File: src/rtl/ram_loader.sv
// Byte-stream to 16-bit RAM loader: packs pairs of stream bytes into words and
// writes them to consecutive ram16k addresses starting at a captured base.
module ram_loader #(
  parameter bit MSB_FIRST = 1'b1
) (
  input  logic        clk,
  input  logic        reset,
  input  logic        start,
  input  logic [13:0] base_addr,
  input  logic [14:0] word_count,
  input  logic [7:0]  byte_in,
  input  logic        byte_valid,
  output logic        byte_ready,
  output logic [13:0] mem_addr,
  output logic [15:0] mem_data,
  output logic        mem_we,
  output logic        busy,
  output logic        done,
  output logic [14:0] words_written
);

  typedef enum logic [2:0] {
    StIdle,
    StGetA,
    StGetB,
    StWrite,
    StFinish
  } state_e;

  state_e      state_q, state_d;
  logic [13:0] addr_q, addr_d;
  logic [14:0] count_q, count_d;
  logic [14:0] written_q, written_d;
  logic [7:0]  first_q, first_d;
  logic [13:0] mem_addr_q, mem_addr_d;
  logic [15:0] mem_data_q, mem_data_d;
  logic        mem_we_q, mem_we_d;
  logic        done_q, done_d;
  logic [14:0] written_inc;

  // Handshake readiness depends on state only, so no valid->ready loop exists.
  assign byte_ready    = (state_q == StGetA) || (state_q == StGetB);
  assign busy          = (state_q != StIdle);
  assign mem_addr      = mem_addr_q;
  assign mem_data      = mem_data_q;
  assign mem_we        = mem_we_q;
  assign done          = done_q;
  assign words_written = written_q;

  assign written_inc = written_q + 15'd1;

  always_comb begin
    state_d    = state_q;
    addr_d     = addr_q;
    count_d    = count_q;
    written_d  = written_q;
    first_d    = first_q;
    mem_addr_d = mem_addr_q;
    mem_data_d = mem_data_q;
    mem_we_d   = 1'b0;
    done_d     = 1'b0;

    unique case (state_q)
      StIdle: begin
        if (start) begin
          addr_d    = base_addr;
          count_d   = word_count;
          written_d = '0;
          if (word_count == '0) begin
            state_d = StFinish;
            done_d  = 1'b1;
          end else begin
            state_d = StGetA;
          end
        end
      end
      StGetA: begin
        if (byte_valid) begin
          first_d = byte_in;
          state_d = StGetB;
        end
      end
      StGetB: begin
        if (byte_valid) begin
          // Write strobe, address and data are loaded together so they are
          // all registered and aligned with the WRITE state.
          mem_data_d = MSB_FIRST ? {first_q, byte_in} : {byte_in, first_q};
          mem_addr_d = addr_q;
          mem_we_d   = 1'b1;
          state_d    = StWrite;
        end
      end
      StWrite: begin
        addr_d    = addr_q + 14'd1;
        written_d = written_inc;
        if (written_inc == count_q) begin
          state_d = StFinish;
          done_d  = 1'b1;
        end else begin
          state_d = StGetA;
        end
      end
      StFinish: begin
        state_d = StIdle;
      end
      default: begin
        state_d = StIdle;
      end
    endcase
  end

  always_ff @(posedge clk or posedge reset) begin
    if (reset) begin
      state_q    <= StIdle;
      addr_q     <= '0;
      count_q    <= '0;
      written_q  <= '0;
      first_q    <= '0;
      mem_addr_q <= '0;
      mem_data_q <= '0;
      mem_we_q   <= 1'b0;
      done_q     <= 1'b0;
    end else begin
      state_q    <= state_d;
      addr_q     <= addr_d;
      count_q    <= count_d;
      written_q  <= written_d;
      first_q    <= first_d;
      mem_addr_q <= mem_addr_d;
      mem_data_q <= mem_data_d;
      mem_we_q   <= mem_we_d;
      done_q     <= done_d;
    end
  end

endmodule

File: config.mk
export PLATFORM = sky130hd
export DESIGN_NAME = ram_loader
export DESIGN_NICKNAME = d
export VERILOG_FILES = /design/src/rtl/ram_loader.sv
export SDC_FILE = /design/constraint.sdc
export NUM_CORES = 1
export LEC_CHECK = 0
export CAP_MARGIN = 40
export CORE_MARGIN = 5
export CORE_UTILIZATION = 36
export CTS_CLUSTER_DIAMETER = 200
export CTS_CLUSTER_SIZE = 30
export DETAILED_ROUTE_END_ITERATION = 6
export HOLD_SLACK_MARGIN = 0.02
export MAX_ROUTING_LAYER = met4
export PLACE_DENSITY = 0.59
export REMOVE_ABC_BUFFERS = 1
export SLEW_MARGIN = 0
export SYNTH_ARGS = -nofsm -noshare
export SYNTH_HDL_FRONTEND = slang
export SYNTH_SLANG_ARGS = --single-unit
File: constraint.sdc
create_clock -name clk -period 3.5 [get_ports clk]
set_clock_uncertainty 0.05 [all_clocks]
set_input_delay 0.35 -clock clk [delete_from_list [all_inputs] [get_ports clk]]
set_output_delay 0.35 -clock clk [all_outputs]
set_load 0.01 [all_outputs]
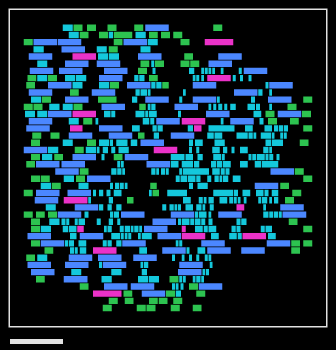
*Cells coloured by class*
Scale bar: 20 um.
legend:
  remaining logic cells:
    colour: cyan
    cells: 308
  registers:
    colour: blue
    cells: 87
  clock drivers and dummy loads:
    colour: magenta
    cells: 16
  remaining buffers and delay cells:
    colour: green
    cells: 97

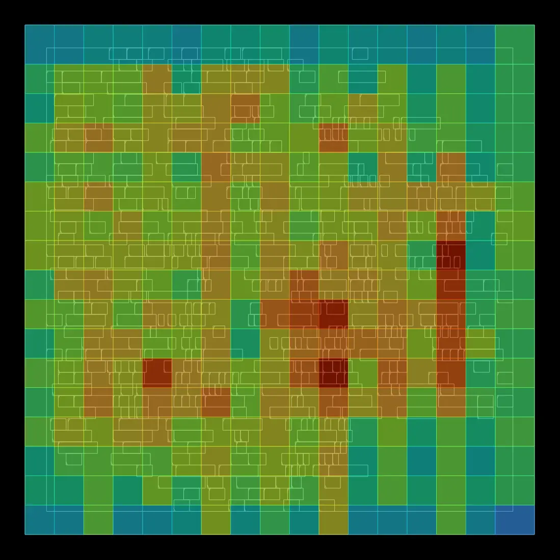
*Congestion heat map*
Core Util, Final: 47.77%
met3 usage: 4.100%
met1 Usage GRT: 20.94%
GR Layer Usage met2: 26.13%

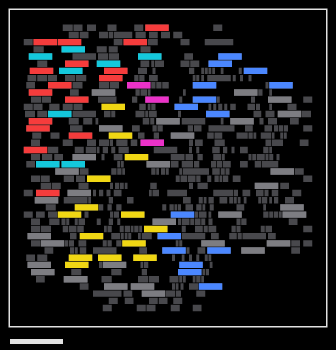
*Sequential cells coloured by netlist name*
Scale bar: 20 um. Other sequential cells in the stronger grey, the rest of the logic in the fainter grey.
legend:
  state_q:
    colour: magenta
    flops: 3
  addr_q:
    colour: yellow
    flops: 14
  mem_data:
    colour: red
    flops: 16
    where: upper left
  first_q:
    colour: cyan
    flops: 8
    where: upper left
  count_q:
    colour: blue
    flops: 15

==> results_slide.txt <==
Synthesis and Place & Route Summary

Detailed routing
  – Vias post-DR: 3491
  – WL met2: 5.275 mm

Power
  – Sw frac: 34.22%
  – Reg power frac: 38.1%

Logic synthesis
  – Synthesis Warnings: 0
  – Cell taking the most area after synthesis: dfrtp_1
  – Area fraction in compound gates: 13.36%
  – Yosys simple share: 18.05%
  – Ys cells: 424
  – Top-count cell post-synth: dfrtp_1
  – Asr flop ratio synth: 100.0%
  – Top_reg_cell synth: dfrtp_1
  – Post-synth top cells: 87 x dfrtp_1, 65 x nand2_1, 38 x mux2_2, 33 x o21ai_0, 32 x nor2_1

Cells and area
  – Multi-In Gates: 300
  – Flop share of the area: a little under two fifths
  – Post-layout instance count excluding filler cells: roughly 660
  – Fraction of area in multi-input gates: about a third
  – Max reg flops: 16
  – Clock buffers: 10
  – Signal inverters: 8
  – Synth-to-Final Area Change: 31.56%

Outcome
  – Status: completed

Worst setup path
  – Crit. End Element: register
  – Worst R2R Start: words_written[0]
  – Required @ worst endpoint: 3690 ps
  – Most numerous cell on the critical path: nand4_2
  – Crit-path max FO: 10
  – Crit Reg-Reg Endpoint: state_q[0]
  – CP startpoint: words_written[0]

Clocking
  – Total setup buffers inserted after CTS: 0
  – Clk latency late pin: 350 ps
  – Post-cts sizing count: 0

Floorplanning
  – Number of top-level pins: 90

Job
  – Tool warnings: 25

Global route
  – Vias in the first global route: between 3000 and 4000

Placement
  – Placed wire-length estimate: 8.008 mm

Final timing
  – RSZ-0062 raised after global routing: false
  – Fmax: 0.3900 GHz
  – Slew HR: ~44%
  – Part of the cycle the worst path needs: 73.25%
Power figures rest on the tool's default switching activity, not on a simulated workload.
